===== src/rtl/tri_pkg.sv =====
// Shared types for the triangle bounding-box scanner: coordinate width/type and FSM states.
package tri_pkg;

    localparam int unsigned W = 12;

    typedef logic signed [W-1:0] coord_t;

    typedef enum logic [1:0] {IDLE, BBOX, SCAN} state_t;

endpackage


===== src/rtl/minmax3.sv =====
// Combinational signed minimum and maximum of three coordinates.
module minmax3
    import tri_pkg::*;
(
    input  coord_t a,
    input  coord_t b,
    input  coord_t c,
    output coord_t mn,
    output coord_t mx
);

    always_comb begin
        mn = a;
        if (b < mn) mn = b;
        if (c < mn) mn = c;
        mx = a;
        if (b > mx) mx = b;
        if (c > mx) mx = c;
    end

endmodule


===== config.mk =====
export PLATFORM = sky130hd
export DESIGN_NAME = minmax3
export DESIGN_NICKNAME = d
export VERILOG_FILES = /design/src/rtl/tri_pkg.sv /design/src/rtl/minmax3.sv
export SDC_FILE = /design/constraint.sdc
export NUM_CORES = 1
export LEC_CHECK = 0
export CORE_AREA = 10 10 93 95
export DETAILED_ROUTE_END_ITERATION = 16
export DIE_AREA = 0 0 103 105
export GPL_ROUTABILITY_DRIVEN = 0
export PLACE_DENSITY = 0.5
export SYNTH_ARGS = -nofsm -noshare
export SYNTH_HDL_FRONTEND = slang
export SYNTH_SLANG_ARGS = --single-unit

===== constraint.sdc =====
create_clock -name vclk -period 4.9
set_clock_uncertainty 0.2 [all_clocks]
set_input_delay 0.735 -clock vclk [all_inputs]
set_output_delay 0.735 -clock vclk [all_outputs]
set_load 0.02 [all_outputs]

### Cell placement, run 1

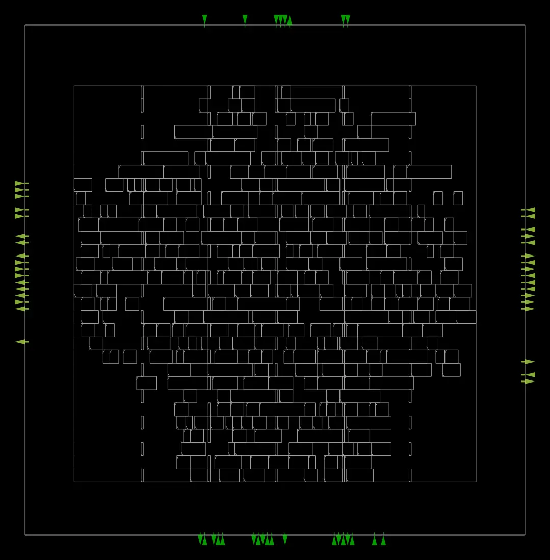
core area: 0.00676 mm²
number of fill cells: 621
fin util: 0.526
Rows: 30
Non-Filler Instances: 417

### Nets reached from selected ports, run 1

Bar = 20 µm.
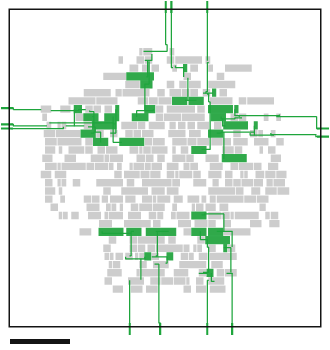
Green shows a, bits 12, direction input, edge 4 south, 3 north, 3 west, 2 east, end cells 37, buffers 24, wire 554 µm.

==> flow_summary.yaml, run 1 <==
# implementation run metrics
finish:
  buffers: 156
  comb_area_mm2: 0.00203
  n_all_inverters: 25
  comb_share: 0.570
  seq_cell_count: 0
  area_growth_syn_to_layout_pct: 131
  n_clock_buffer: 0
  seq_share: 0
routing:
  drt_iter0_drc: 59
  ant_nets: 0
  wl_um: 6210
  wire_per_inst_um: 14.9
  wl_met1_um: 2790
  drc: 0
  first_pass_iters: 4
synthesis:
  ys_seq_frac: 0
  syn_area_per_cell_um2: 8.30
  yosys.area_share.simple: 0.125
  yosysWarnings: 0
  adder_share: 0.285
  top_cell: "ha_1"
  floorplan.nets: 256
  synth_top_area_share: 0.285
global_route:
  grtUsageMet1: 0.146
  grtUsageMet2: 0.198
  overflow: 0
setup_path:
  crit_family: "AND-OR/OR-AND gates"
  path_class: "input port to output pin"
  cp_slowest_cell: "o32ai_4"
  critical_path_cell_count: 19
  slowest_delay_ns: 0.30
hold_path:
  min_path_type: "input port to output pin"
  hold-path-endpoint: "mn[11]"
power:
  p_seq_frac: 0
  switchingPower_mw: 0.332
  p_int_mw: 0.408
  clkPwrFrac: 0
  maxPowerGroup: "combinational logic"
  p_comb_frac: 1.000
place:
  post-place-cells: 391
  hpwl_um: 4800
  placed_area_mm2: 0.00281
sta:
  setup_viol: 24
  fmax_mhz: 196
  final_max_slew_viol_count: 0
  setup_slack_ns: -0.212
floorplanning:
  dieHeight_um: 105
status:
  violations: "negative setup slack"
  status: "complete, but fails checks"
### Routed metal, one color a layer, run 1

Only two layers are drawn.
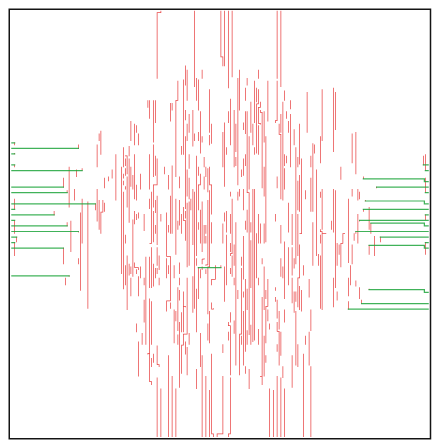
Red shows met2, wire length 3,080 µm. Green shows met3, wire length 350 µm.

--- run 2 (diff from run 1) ---
GPL_ROUTABILITY_DRIVEN = not set   (was 0)
### M2 wires, run 2

Bar = 20 µm.
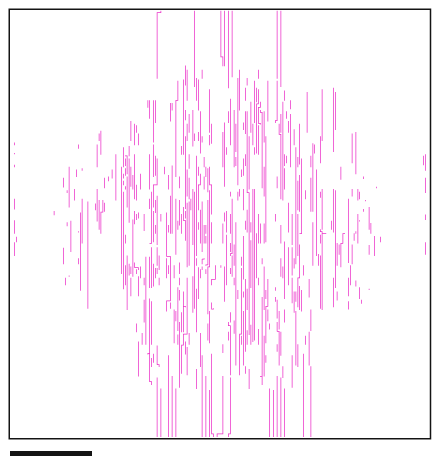
The layer holds 50% of the routed length. The layer carries 3,080 µm of wire. The wires run mostly vertical. The longest straight run is 37.4 µm. 357 nets have wire on it.

### Cell placement, run 2

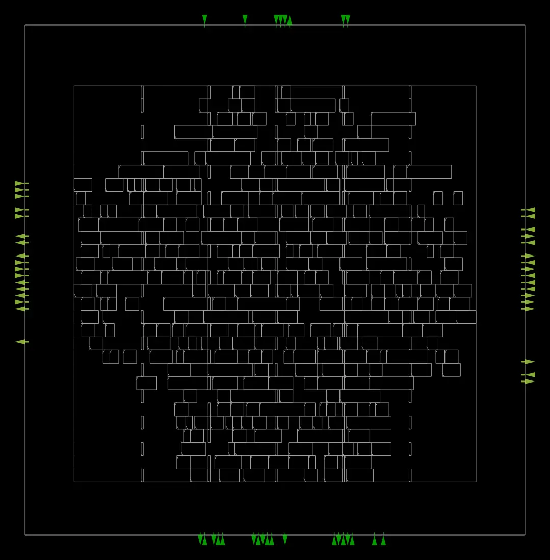
flop count: 0
# Taps: 80

==> flow_summary.yaml, run 2 <==
# implementation run metrics
synthesis:
  syn_area_per_cell_um2: 8.30
  synthTopLogicFamily: "adder cells"
  synth_top_area_share: 0.285
  floorplan.nets: 256
  synthTopCellsByArea: "ha_1 29%, mux2i_1 15%, mux2i_2 9.0%, inv_1 6.1%, a21oi_1 5.5%"
  yosysWarnings: 0
  top_cell: "ha_1"
  yosys.area_share.simple: 0.125
  common_cells: "35 x ha_1, 25 x inv_1, 23 x mux2i_1"
  yosysUniqueCellTypes: 41
  adder_share: 0.285
  ys_seq_frac: 0
status:
  status: "complete, but fails checks"
  violations: "negative setup slack"
sta:
  setup_viol: 24
  setup_slack_ns: -0.212
  tightest_slew_ns: 0.312
  final_max_slew_viol_count: 0
  fmax_mhz: 196
floorplanning:
  io_pins: 60
  rows: 30
  core_mm2: 0.00676
  dieHeight_um: 105
power:
  switchingPower_mw: 0.332
  clkPwrFrac: 0
  maxPowerGroup: "combinational logic"
  fin_total_pwr_mw: 0.740
  p_int_mw: 0.408
  leakagePower_nw: 1.58
  p_seq_frac: 0
hold_path:
  min_path_type: "input port to output pin"
  hold_depth: 5
  hold-path-endpoint: "mn[11]"
routing:
  wl_met1_um: 2790
  drt_iter0_drc: 59
  ant_nets: 0
  wire_per_inst_um: 14.9
  drc: 0
  wl_um: 6210
  routed-via-count: 1934
  first_pass_iters: 4
finish:
  seq_share: 0
  comb_share: 0.570
  n_all_inverters: 25
  comb_area_mm2: 0.00203
  drive_gt1_frac: 0.727
  fin_util: 0.526
  nFillCells: 621
  area_growth_syn_to_layout_pct: 131
  n_clock_buffer: 0
  buffers: 156
  finalNonFillerCells: 417
setup_path:
  cp_slowest_cell: "o32ai_4"
  critical_path_cell_count: 19
  crit_family: "AND-OR/OR-AND gates"
  path_class: "input port to output pin"
  critPathLaunch: "b[7]"
  slowest_delay_ns: 0.30
place:
  placed_area_mm2: 0.00281
  hpwl_um: 4800
  post-place-cells: 391
global_route:
  grt_max_degree: 9
  overflow: 0
  grt_use_total: 0.112
  grtUsageMet2: 0.198
  grtUsageMet1: 0.146
clock_tree:
  post_cts_resized: 290
### Routed metal, one color a layer, run 2

Only two layers are drawn.
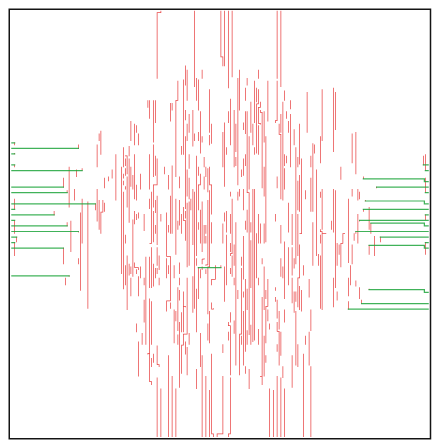
Green shows met3, wire length 350 µm. Red shows met2, wire length 3,080 µm.

### Wire density map, run 2

The die is cut into 21 by 21 equal tiles; white is low, dark blue is high, scaled to the fullest tile. Values are wire area over tile area, all layers added.
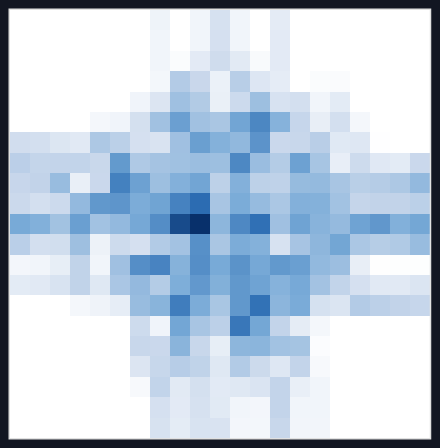

--- run 3 (diff from run 2) ---
CORE_AREA = 10 10 83 85   (was 10 10 93 95)
DIE_AREA = 0 0 93 95   (was 0 0 103 105)
PLACE_DENSITY = 0.6   (was 0.5)
### Wire density map, run 3

The die is cut into 19 by 19 equal tiles; white is low, dark blue is high, scaled to the fullest tile. Values are wire area over tile area, all layers added.
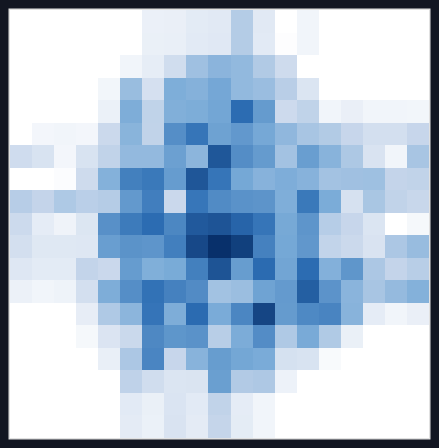
22% of the tiles are over half the peak. The emptiest ninth of the die: north-west. The densest ninth of the die: center. The fullest tile reaches 0.44. The mean over all tiles is 0.12. 29% of the tiles are nearly empty.

### M2 wires, run 3

Bar = 20 µm.
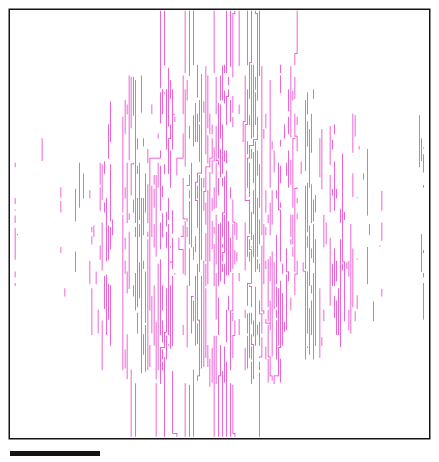
The layer carries 3,730 µm of wire. The longest straight run is 38.8 µm. 378 nets have wire on it. The layer holds 55% of the routed length.

==> flow_summary.yaml, run 3 <==
# implementation run metrics
finish:
  comb_area_mm2: 0.00203
  drive_gt1_frac: 0.731
  comb_share: 0.568
  clk_share: 0
  area_growth_syn_to_layout_pct: 133
  n_clock_buffer: 0
  fin_util: 0.670
  seq_cell_count: 0
  seq_share: 0
  n_all_inverters: 25
  buffers: 155
synthesis:
  ys_seq_frac: 0
  syn_area_per_cell_um2: 8.30
  common_cells: "35 x ha_1, 25 x inv_1, 23 x mux2i_1"
  synth_top_area_share: 0.285
  synth-xor-area-share: 0
  synthTopLogicFamily: "adder cells"
  top_cell: "ha_1"
  yosysWarnings: 0
  synthTopCellsByArea: "ha_1 29%, mux2i_1 15%, mux2i_2 9.0%, inv_1 6.1%, a21oi_1 5.5%"
  floorplan.nets: 256
  yosys.area_share.simple: 0.125
  adder_share: 0.285
  yosysUniqueCellTypes: 41
power:
  leakagePower_nw: 1.59
  switchingPower_mw: 0.357
  p_int_mw: 0.430
  maxPowerGroup: "combinational logic"
  fin_total_pwr_mw: 0.787
  p_seq_frac: 0
  powerClk_mw: 0
  clkPwrFrac: 0
setup_path:
  critical_path_cell_count: 19
  crit_family: "AND-OR/OR-AND gates"
  slowest_delay_ns: 0.35
  critPathLaunch: "a[7]"
  path_class: "input port to output pin"
  crit_required_ns: 3.96
  cp_slowest_cell: "mux2_4"
routing:
  drt_iter0_drc: 58
  wire_per_inst_um: 16.6
  wl_met1_um: 2740
  routed-via-count: 1999
  drc: 0
  first_pass_iters: 4
  wl_um: 6760
  ant_nets: 0
sta:
  fmax_mhz: 196
  tightest_slew_ns: 0.353
  period_needed_ns: 5.09
  setup_slack_ns: -0.193
  setup_tns_ns: -2.82
  rsz0062_at_grt: "true"
  setup_viol: 21
  final_max_slew_viol_count: 0
global_route:
  grt_max_degree: 9
  grt_use_total: 0.136
  grtUsageMet1: 0.159
  grtUsageMet2: 0.269
  overflow: 0
hold_path:
  min_path_type: "input port to output pin"
  hold-path-endpoint: "mn[11]"
  hold_depth: 5
place:
  placed_area_mm2: 0.00281
  place.gp.congestion: 0.836
  post-place-cells: 384
  hpwl_um: 4760
floorplanning:
  dieHeight_um: 95
  dieArea_mm2: 0.00884
  io_pins: 60
status:
  status: "complete, but fails checks"
  violations: "negative setup slack"
job:
  warning_count: 36
  cap_violations: 0
clock_tree:
  post_cts_resized: 294
### Cell placement, run 3

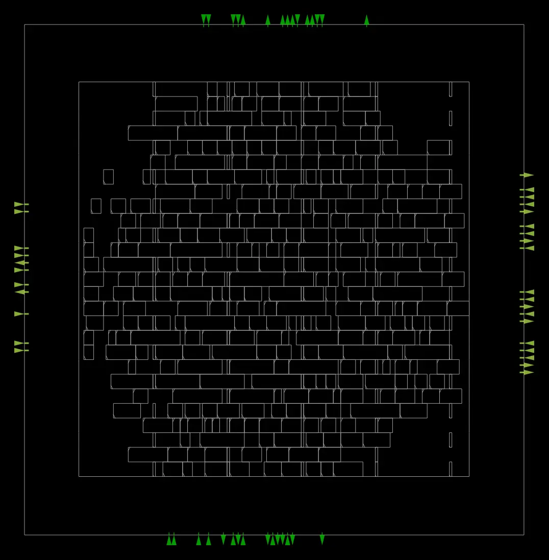
Rows: 27
Non-Filler Instances: 407
# Taps: 72
number of fill cells: 418
core area: 0.00534 mm²

Power and IR drop assume default switching activity.
